Design load_value_verify, sky130hd; sources not shown.
==> images/m1.png <==
Supply wires on this layer in grey.
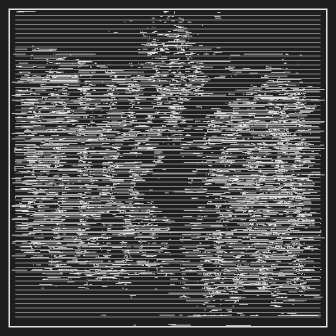
share of all routed wire: 40%
nets with wire on the layer: 1494
longest straight run: 81.9 µm
wire length on this layer: 14900 µm
main direction: horizontal
final wirelength: 37030 µm
vias: 10650

==> images/m2.png <==
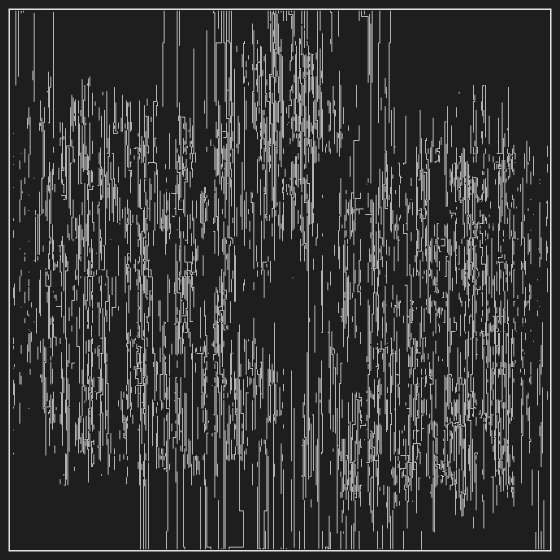
share of all routed wire: 49%
longest straight run: 98.9 µm
main direction: vertical
nets with wire on the layer: 1340
met2 global-route usage: 33.80%

==> images/m3.png <==
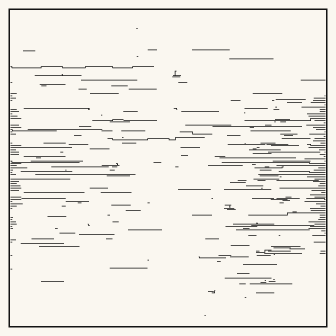
wire length on this layer: 3210 µm
nets with wire on the layer: 211
longest straight run: 60.3 µm
met3 Usage GRT: 4.658%

==> images/m4.png <==
The bar under the picture is 50 µm long. Supply wires on this layer in grey.
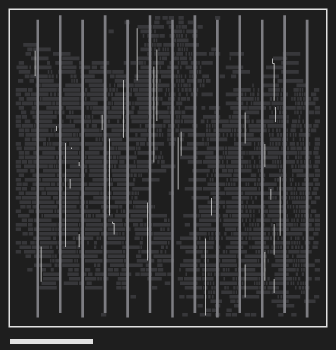
nets with wire on the layer: 18
main direction: vertical
longest straight run: 62.6 µm
wire length on this layer: 655 µm
share of all routed wire: 1.8%

==> images/clock_nets.png <==
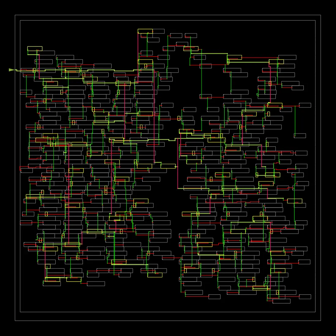
CLK BUF: 57
clk pwr: 0.00126 W
flop count: 402

==> impl_metrics.json <==
{
  "status": "finished, final reports clean",
  "hold_path_class": "reg -> reg",
  "mostFrequentLayoutCells": "308 x edfxtp_1, 287 x nand2_1, 198 x clkdlybuf4s50_1",
  "drt-initial-drc-count": 882,
  "simple_gate_share_pct": 13.79,
  "final-seq-area_um2": 11140,
  "antenna_found_initial": 4,
  "synth_cell_types": 27,
  "core_area_um2": 33620,
  "rsz0062_at_grt": "false",
  "fin_nets": 1628,
  "fp.dieH_um": 191.0,
  "synthFlopType": "edfxtp_1",
  "start_kind": "flip-flop",
  "die-area_um2": 36490,
  "wl_per_cell_um": 18.50,
  "vias_per_cell": 5.320,
  "pwr_density_cell_nw_per_um2": 192.7,
  "yosys-stat-cells": 1305,
  "required_ps": 13840,
  "drcViolationCount": 0,
  "numCtsBuffers": 56,
  "clockRootBuffer": "clkbuf_16",
  "min_path_cells": 2,
  "cellLeakagePower_nw": 7.263,
  "gp_congestion": 0.7750,
  "fa_ha_area_share_pct": 0.9745,
  "synth_flops": 402,
  "fmax_ghz": 0.1943,
  "cts_max_level": 2,
  "cts_tree": "built",
  "tightest_slew_ps": 1228,
  "ios": 199,
  "clock.latency.late_pin_ps": 570,
  "gr-usage-all-layers_pct": 19.80,
  "ant_nets": 0,
  "top_logic_kind": "simple AND/OR/NAND/NOR gates",
  "cts_num_sinks": 402,
  "peakVddDrop_uv": 128.3,
  "r2r_slack_ps": 8350,
  "chipWidth_um": 191.0,
  "clk_path_buf_depth": 3,
  "grt_max_degree": 93,
  "power_w": 0.003731,
  "critical_path_class": "reg -> reg",
  "post-route-period-util_pct": 38.12,
  "dp_cells": 1893,
  "avgSynthCellArea_um2": 11.81,
  "cts-resized-gates": 0,
  "area_leaders": "edfxtp_1 60%, dfxtp_1 12%, nand2_1 7.0%",
  "gr-total-overflow": 0,
  "fillers": 2685,
  "slew_headroom_pct": 18.12,
  "fp_nets": 1430,
  "cp.arrival_ps": 5490
}
power breakdown:
group	switching, W	internal [W]	total, W
registers	0.0000864	0.00151	0.00160
logic	0.000605	0.000273	0.000878
clock network	0.000501	0.000755	0.00126
per-layer routing:
layer	routed length (µm)	track usage, %
met1	14870	25.32
met2	18250	33.80
met3	3208	4.658
met4	655	5.758
met5	50	0
metrics by stage:
step | utilization (%) | hold WS (ps)
floorplan | - | 340.2
global placement | 52.66 | 338.9
detailed placement | 52.66 | 346.0
CTS | 57.56 | 358.9
global route | 57.56 | 384.2
finish | 57.58 | 355.9
critical path, cell delays in order, from the launching register on:
cell	delay, ps
dfxtp_2	310
buf_4	550
inv_2	650
nand2_1	220
nand3_1	120
nand3_1	140
nand2_1	100
nand2_1	70
nor2_1	60
nand2_1	100
nor2_1	60
nand2_1	220
nand2_2	190
nor2_4	790
inv_1	830
o21ai_0	430
cells by family (layout without fill, tap and decap cells):
kind of cell,Yosys count,count (layout)
compound gates,231,231
xor+xnor,4,4
fa+ha+maj,12,12
buf+inv,131,377
flops,402,402
other cells,0,3
simple gates,525,525
cells in the mapped netlist, types with 3 or more instances:
library cell    n
buf_6           7
dfxtp_1        94
nand4_1         3
xor2_1          3
nor2_1        125
ha_1           12
o21ai_0       133
nand3_1       105
edfxtp_1      308
a22o_1         40
buf_4           7
inv_2           4
inv_1          59
clkbuf_1       31
buf_2          22
nand2_1       287
o22ai_1        45
a21oi_1        10
final cells by class:
| cell class | instances | share of cell area, % |
|---|---|---|
| Antenna cell | 3 | 0.03878 |
| Clock buffer | 57 | 7.369 |
| Clock inverter | 49 | 1.138 |
| Inverter | 64 | 1.248 |
| Multi-Input combinational cell | 772 | 19.19 |
| Sequential cell | 402 | 57.54 |
| Tap cell | 448 | 2.896 |
| Timing Repair Buffer | 207 | 10.59 |
Power figures rest on the tool's default switching activity, not on a simulated workload.
